File: src/rtl/led_seq_pkg.sv
// Shared constants and types for the LED PIO write sequencer.
// Register map, CTRL bit positions, grant and arbiter state encodings.
package led_seq_pkg;

    localparam logic [1:0] ADDR_LED      = 2'd0;
    localparam logic [1:0] ADDR_CTRL     = 2'd1;
    localparam logic [1:0] ADDR_PRESCALE = 2'd2;
    localparam logic [1:0] ADDR_COUNT    = 2'd3;

    localparam int CTRL_EN   = 0;
    localparam int CTRL_DOWN = 1;
    localparam int CTRL_OVR  = 8;

    typedef enum logic {
        GNT_CPU,
        GNT_CNT
    } grant_e;

    typedef enum logic {
        S_IDLE,
        S_WRITE
    } arb_state_e;

endpackage

File: src/rtl/led_pio_sequencer_prescaler.sv
// Reloading down-counter producing a one-cycle tick every PRESCALE+1 clocks.
// Holds at the reload value while disabled.
module led_prescaler #(
    parameter int          DIV_W     = 26,
    parameter int unsigned DIV_RESET = 49_999_999
) (
    input  logic             clk_i,
    input  logic             reset_i,
    input  logic             en_i,
    input  logic [DIV_W-1:0] prescale_i,
    input  logic             load_i,
    input  logic [DIV_W-1:0] load_val_i,
    output logic             tick_o
);

    logic [DIV_W-1:0] pcnt_q;
    logic [DIV_W-1:0] pcnt_d;

    assign tick_o = en_i && (pcnt_q == '0);

    always_comb begin
        pcnt_d = pcnt_q;
        if (load_i) begin
            pcnt_d = load_val_i;
        end else if (!en_i || pcnt_q == '0) begin
            pcnt_d = prescale_i;
        end else begin
            pcnt_d = pcnt_q - DIV_W'(1);
        end
    end

    always_ff @(posedge clk_i) begin
        if (reset_i) begin
            pcnt_q <= DIV_W'(DIV_RESET);
        end else begin
            pcnt_q <= pcnt_d;
        end
    end

endmodule

File: src/rtl/led_pio_sequencer.sv
// Owns the LED PIO write port, sharing it round-robin between forwarded
// CPU writes and a prescaled up/down counter display.
module led_pio_sequencer
    import led_seq_pkg::*;
#(
    parameter int          DATA_W    = 9,
    parameter int          DIV_W     = 26,
    parameter int unsigned DIV_RESET = 49_999_999
) (
    input  logic              clk,
    input  logic              reset,
    input  logic [1:0]        s_address,
    input  logic              s_chipselect,
    input  logic              s_write_n,
    input  logic              s_read_n,
    input  logic [31:0]       s_writedata,
    output logic [31:0]       s_readdata,
    output logic              s_waitrequest,
    output logic [1:0]        m_address,
    output logic              m_chipselect,
    output logic              m_write_n,
    output logic [DATA_W-1:0] m_writedata,
    output logic [DATA_W-1:0] count_value,
    output logic              tick
);

    logic              en_q, down_q, ovr_q, ovr_d;
    logic [DIV_W-1:0]  prescale_q;
    logic [DATA_W-1:0] cnt_q, cnt_d;
    logic              cnt_pend_q, cnt_pend_d;
    logic              cpu_pend_q, cpu_pend_d;
    logic [DATA_W-1:0] cpu_buf_q;
    logic [DATA_W-1:0] shadow_q, shadow_d;
    grant_e            last_q, last_d;
    arb_state_e        state_q, state_d;
    logic              gnt_cpu, gnt_cnt;
    logic [31:0]       rd_mux, readdata_q;
    logic              wr_en, rd_en;
    logic              cpu_acc, cnt_load, pre_load, ctrl_wr;
    logic              unused_wdata;

    assign unused_wdata = ^s_writedata[31:DIV_W];

    assign wr_en    = s_chipselect & ~s_write_n;
    assign rd_en    = s_chipselect & ~s_read_n;
    assign cpu_acc  = wr_en & (s_address == ADDR_LED) & ~cpu_pend_q;
    assign cnt_load = wr_en & (s_address == ADDR_COUNT);
    assign pre_load = wr_en & (s_address == ADDR_PRESCALE);
    assign ctrl_wr  = wr_en & (s_address == ADDR_CTRL);

    assign s_waitrequest = wr_en & (s_address == ADDR_LED) & cpu_pend_q;
    assign s_readdata    = readdata_q;
    assign m_address     = 2'b00;
    assign m_chipselect  = (state_q == S_WRITE);
    assign m_write_n     = ~(state_q == S_WRITE);
    assign m_writedata   = shadow_q;
    assign count_value   = cnt_q;

    led_prescaler #(
        .DIV_W     (DIV_W),
        .DIV_RESET (DIV_RESET)
    ) u_prescaler (
        .clk_i      (clk),
        .reset_i    (reset),
        .en_i       (en_q),
        .prescale_i (prescale_q),
        .load_i     (pre_load),
        .load_val_i (s_writedata[DIV_W-1:0]),
        .tick_o     (tick)
    );

    // last_grant only moves on contention, so ties alternate
    always_comb begin
        gnt_cpu  = cpu_pend_q;
        gnt_cnt  = cnt_pend_q;
        last_d   = last_q;
        if (cpu_pend_q && cnt_pend_q) begin
            gnt_cpu = (last_q == GNT_CNT);
            gnt_cnt = (last_q == GNT_CPU);
            last_d  = gnt_cpu ? GNT_CPU : GNT_CNT;
        end
        state_d  = (gnt_cpu || gnt_cnt) ? S_WRITE : S_IDLE;
        shadow_d = shadow_q;
        if (gnt_cpu) begin
            shadow_d = cpu_buf_q;
        end else if (gnt_cnt) begin
            shadow_d = cnt_q;
        end
        cpu_pend_d = (cpu_pend_q & ~gnt_cpu) | cpu_acc;
    end

    always_comb begin
        cnt_d      = cnt_q;
        cnt_pend_d = cnt_pend_q & ~gnt_cnt;
        ovr_d      = ovr_q;
        if (ctrl_wr && s_writedata[CTRL_OVR]) begin
            ovr_d = 1'b0;
        end
        if (cnt_load) begin
            cnt_d      = s_writedata[DATA_W-1:0];
            cnt_pend_d = 1'b1;
        end else if (tick) begin
            cnt_d      = down_q ? cnt_q - DATA_W'(1) : cnt_q + DATA_W'(1);
            cnt_pend_d = 1'b1;
            if (cnt_pend_q && !gnt_cnt) begin
                ovr_d = 1'b1;
            end
        end
    end

    always_comb begin
        rd_mux = '0;
        unique case (s_address)
            ADDR_LED:      rd_mux[DATA_W-1:0] = shadow_q;
            ADDR_CTRL: begin
                rd_mux[CTRL_EN]   = en_q;
                rd_mux[CTRL_DOWN] = down_q;
                rd_mux[CTRL_OVR]  = ovr_q;
            end
            ADDR_PRESCALE: rd_mux[DIV_W-1:0] = prescale_q;
            ADDR_COUNT:    rd_mux[DATA_W-1:0] = cnt_q;
            default:       rd_mux = '0;
        endcase
    end

    always_ff @(posedge clk) begin
        if (reset) begin
            en_q       <= 1'b0;
            down_q     <= 1'b0;
            ovr_q      <= 1'b0;
            prescale_q <= DIV_W'(DIV_RESET);
            cnt_q      <= '0;
            cnt_pend_q <= 1'b0;
            cpu_pend_q <= 1'b0;
            cpu_buf_q  <= '0;
            shadow_q   <= '0;
            last_q     <= GNT_CNT;
            state_q    <= S_IDLE;
            readdata_q <= '0;
        end else begin
            if (ctrl_wr) begin
                en_q   <= s_writedata[CTRL_EN];
                down_q <= s_writedata[CTRL_DOWN];
            end
            if (pre_load) begin
                prescale_q <= s_writedata[DIV_W-1:0];
            end
            if (cpu_acc) begin
                cpu_buf_q <= s_writedata[DATA_W-1:0];
            end
            ovr_q      <= ovr_d;
            cnt_q      <= cnt_d;
            cnt_pend_q <= cnt_pend_d;
            cpu_pend_q <= cpu_pend_d;
            shadow_q   <= shadow_d;
            last_q     <= last_d;
            state_q    <= state_d;
            readdata_q <= rd_en ? rd_mux : 32'd0;
        end
    end

endmodule

File: config.mk
export PLATFORM = sky130hd
export DESIGN_NAME = led_pio_sequencer
export DESIGN_NICKNAME = d
export VERILOG_FILES = /design/src/rtl/led_seq_pkg.sv /design/src/rtl/led_pio_sequencer_prescaler.sv /design/src/rtl/led_pio_sequencer.sv
export SDC_FILE = /design/constraint.sdc
export NUM_CORES = 1
export LEC_CHECK = 0
export ABC_AREA = 1
export ABC_CLOCK_PERIOD_IN_PS = 4900
export CORE_ASPECT_RATIO = 0.6
export CORE_MARGIN = 4
export CORE_UTILIZATION = 52
export DETAILED_ROUTE_END_ITERATION = 7
export PLACE_DENSITY_LB_ADDON = 0.08
export SETUP_SLACK_MARGIN = 0.3
export SLEW_MARGIN = 20
export SYNTH_ARGS = -nofsm -noshare
export SYNTH_HDL_FRONTEND = slang
export SYNTH_SLANG_ARGS = --single-unit
File: constraint.sdc
create_clock -name clk -period 4.9 [get_ports clk]
set_clock_uncertainty 0.05 [all_clocks]
set_input_delay 1.225 -clock clk [delete_from_list [all_inputs] [get_ports clk]]
set_output_delay 1.225 -clock clk [all_outputs]
set_load 0.01 [all_outputs]
==> flow_metrics.env, run 1 <==
# implementation run metrics
export IMPL_cts_tree="done"
export IMPL_clk_share_pct=4.66
export IMPL_rows=28
export IMPL_postRouteAntennaNets=0
export IMPL_power_frac_seq_pct=50.8
export IMPL_fin_util_pct=65.4
export IMPL_ys_top_cells_by_count="216 x nand2_1, 112 x dfxtp_1, 93 x inv_1"
export IMPL_yosysWarnings=0
export IMPL_grt_pass1_wl_mm=25.0
export IMPL_cts_setup_buffers=0
export IMPL_compound_area_share_pct=12.5
export IMPL_switching_share_pct=24.6
export IMPL_cts_made_buffers=9
export IMPL_edf_count=0
export IMPL_tns_ns=0
export IMPL_place_port_buffers=80
export IMPL_grt_ovfl_total=0
export IMPL_final_setup_viol_count=0
export IMPL_grt_pass1_vias=4847
export IMPL_met3WireLength_mm=1.70
export IMPL_peakVddDrop_uv=239
export IMPL_combGateArea_sq_um=2630
export IMPL_comb_area_share_pct=40.1
export IMPL_pwr_share_comb_pct=8.7
export IMPL_cp_data_required_time_ns=3.62
export IMPL_wl_met2_mm=6.39
export IMPL_multiInputCombCellCount=536
export IMPL_status="finished clean"
export IMPL_num_nonclk_inverters=100
export IMPL_fin_nets=890
export IMPL_n_antenna_cell=0
export IMPL_path_class="input port to primary output"
export IMPL_reg2reg_slack_ns=2.60
export IMPL_fill_cells=877
export IMPL_top_cell_area_share_pct=41.3
export IMPL_max_stage_delay_ns=0.57
export IMPL_antenna_found_initial=0
export IMPL_routedLengthMet1_mm=7.29
export IMPL_fin_cells=982
export IMPL_taps=135
export IMPL_cpMostUsedCell="clkdlybuf4s50_1"
export IMPL_routed_top_layer="met4"
export IMPL_path_clk_slew_ns=0.07
export IMPL_drt_first_pass_iters=6
export IMPL_dp_cells=966
export IMPL_slew_headroom_pct=33.9
export IMPL_period_needed_ns=4.38
export IMPL_cp_top_family="buffers and inverters"
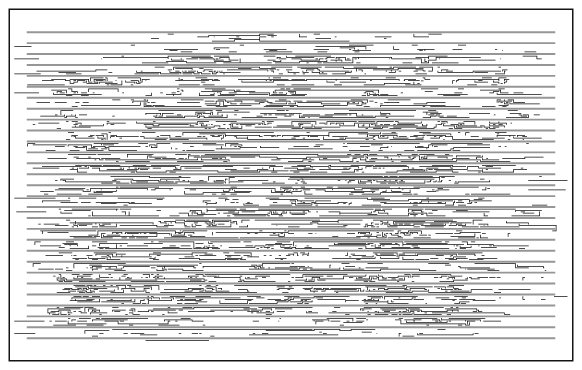
Fig. 1. Metal 1 (run 1).
Supply wires on this layer in grey.
wire length on this layer = 7290 um
nets with wire on the layer = 831
share of all routed wire = 47%
longest straight run = 49.7 um
main direction = horizontal
met1 usage: 36.8%
WL final: 15.6 mm

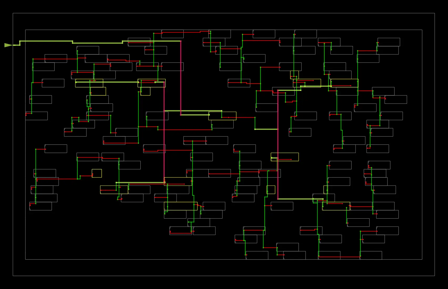
Fig. 2. Clock routing (run 1).
P_clk: 758 uW
clock sinks: 112

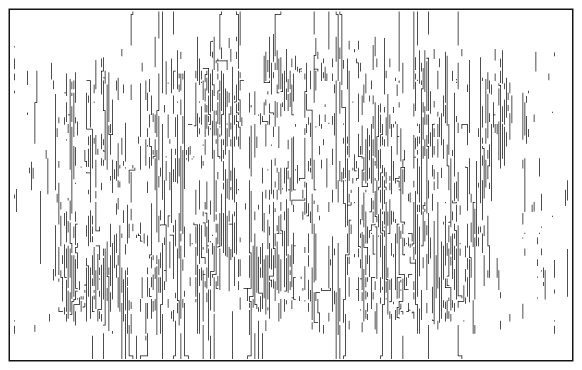
Fig. 3. The metal 2 layer (run 1).
nets with wire on the layer = 705
longest straight run = 36.2 um
GRT met2 Usage: 37.8%
routed vias: 5278

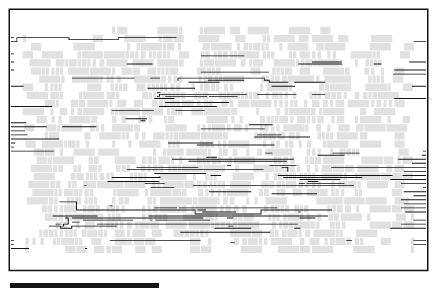
Fig. 4. Signal wires on met3 (run 1).
The bar under the picture is 50 um long. Cells faint in the background.
share of all routed wire = 11%
wire length on this layer = 1700 um
longest straight run = 67.2 um
nets with wire on the layer = 109
GR Util met3: 8.39%

Fig. 5: run 1, the metal 4 layer
Supply wires on this layer in grey. Cells faint in the background.
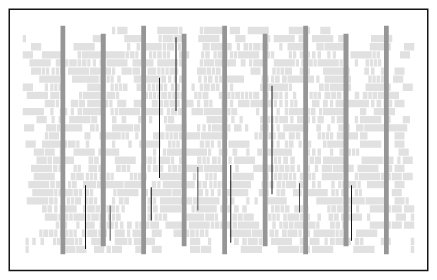

==> run 2: changes to the inputs <==
Settings changed: CORE_MARGIN 4 to 2.
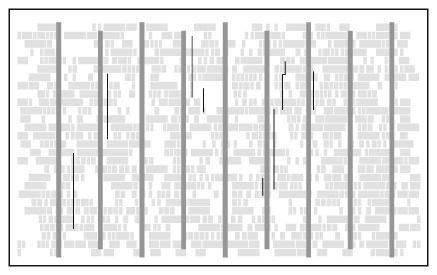
Fig. 6. The metal 4 layer (run 2).
Supply wires on this layer in grey. Cells faint in the background.
wire length on this layer = 133 um
share of all routed wire = 0.85%
routed vias: 5226
WL final: 15.6 mm

==> run 2 against run 1 <==
  * Area after synthesis is the same
  * Power shrank 1.5%
  * Largest cell class unchanged
  * Critical path type unchanged
  * Hold slack hardly changed
  * Critical endpoint unchanged
  * Core utilization fell by 0.21 points
  * First-iteration DRC count is 17% lower
==> flow_metrics.env, run 2 <==
# implementation run metrics
export IMPL_grt_pass1_wl_mm=24.8
export IMPL_compound_area_share_pct=12.5
export IMPL_grt_pass1_vias=4668
export IMPL_yosysWarnings=0
export IMPL_postRouteAntennaNets=0
export IMPL_cp_top_family="buffers and inverters"
export IMPL_reg2reg_slack_ns=2.60
export IMPL_crit_path_max_fanout=7
export IMPL_ys_flop_type="dfxtp_1"
export IMPL_tightest_slew_ns=1.02
export IMPL_pwr_share_comb_pct=8.8
export IMPL_powerDensity_nw_per_um2=282
export IMPL_startpoint_type="input port"
export IMPL_path_clk_slew_ns=0.07
export IMPL_crit_path_end="s_waitrequest"
export IMPL_pin_count=95
export IMPL_clock_latency_late_pin_ns=0.36
export IMPL_powerClk_uw=730
export IMPL_yosys_area_sq_um=5430
export IMPL_place_port_buffers=80
export IMPL_status="finished clean"
export IMPL_cts_made_buffers=9
export IMPL_drt_first_pass_iters=5
export IMPL_routedLengthMet1_mm=7.75
export IMPL_peakVddDrop_uv=229
export IMPL_fin_cells=983
export IMPL_cts_tree="done"
export IMPL_reg2regPathDepth=9
export IMPL_ys_top_cells_by_count="216 x nand2_1, 112 x dfxtp_1, 93 x inv_1"
export IMPL_holdPathStages=2
export IMPL_fill_cells=896
export IMPL_synthTopLogicFamily="simple AND/OR/NAND/NOR gates"
export IMPL_grtUsageTotal_pct=28.5
export IMPL_taps=135
export IMPL_tns_ns=0
export IMPL_cp_startpoint="s_address[1]"
export IMPL_most_common_cell="nand2_1"
export IMPL_edf_count=0
export IMPL_met3WireLength_mm=1.58
export IMPL_top_cell_area_share_pct=41.3
export IMPL_openroad_warnings=32
export IMPL_dp_cells=967
export IMPL_n_all_buffers=84
export IMPL_clock_sinks=112
export IMPL_power_frac_seq_pct=51.6
export IMPL_fp_coreArea_sq_um=10000
export IMPL_n_antenna_cell=0
export IMPL_async_flop_share_pct=0
export IMPL_dpl_worst_slack_ns=0.530
export IMPL_cts_setup_buffers=0
export IMPL_seq_cells=112
export IMPL_drt_iter0_drc=491
export IMPL_period_needed_ns=4.42
export IMPL_finalHoldViolCount=0
export IMPL_cpMostUsedCell="clkdlybuf4s50_1"
export IMPL_comb_area_share_pct=40.2
export IMPL_grt_ovfl_total=0
export IMPL_gp_congestion=0.988
export IMPL_design_area_sq_um=6540
export IMPL_max_stage_delay_ns=0.58
export IMPL_cts_max_level=3
export IMPL_use_met3_pct=7.14
export IMPL_slew_headroom_pct=31.8
export IMPL_combGateArea_sq_um=2630
export IMPL_cp_data_required_time_ns=3.62
export IMPL_critPathBufInv=3
export IMPL_switching_share_pct=25.8
export IMPL_fin_util_pct=65.2
export IMPL_clk_share_pct=4.42
export IMPL_final_setup_viol_count=0
export IMPL_post_drt_wl_per_cell_um=15.8
export IMPL_yosysTopAreaCell="dfxtp_1"
export IMPL_path_class="input port to primary output"
export IMPL_min_to="s_readdata[10]"
export IMPL_routed_top_layer="met4"
export IMPL_antenna_found_initial=0
export IMPL_grt_util_met2_pct=38.8
export IMPL_num_nonclk_inverters=100
export IMPL_pg_seq_uw=951
export IMPL_chip_area_sq_um=11300
export IMPL_bufAreaShareNonClock_pct=12.7
export IMPL_rows=28
export IMPL_multiInputCombCellCount=536
export IMPL_rsz0062_at_grt="no"
export IMPL_use_met1_pct=44.9
export IMPL_wl_met2_mm=6.09
export IMPL_fin_nets=891
Power figures rest on the tool's default switching activity, not on a simulated workload.
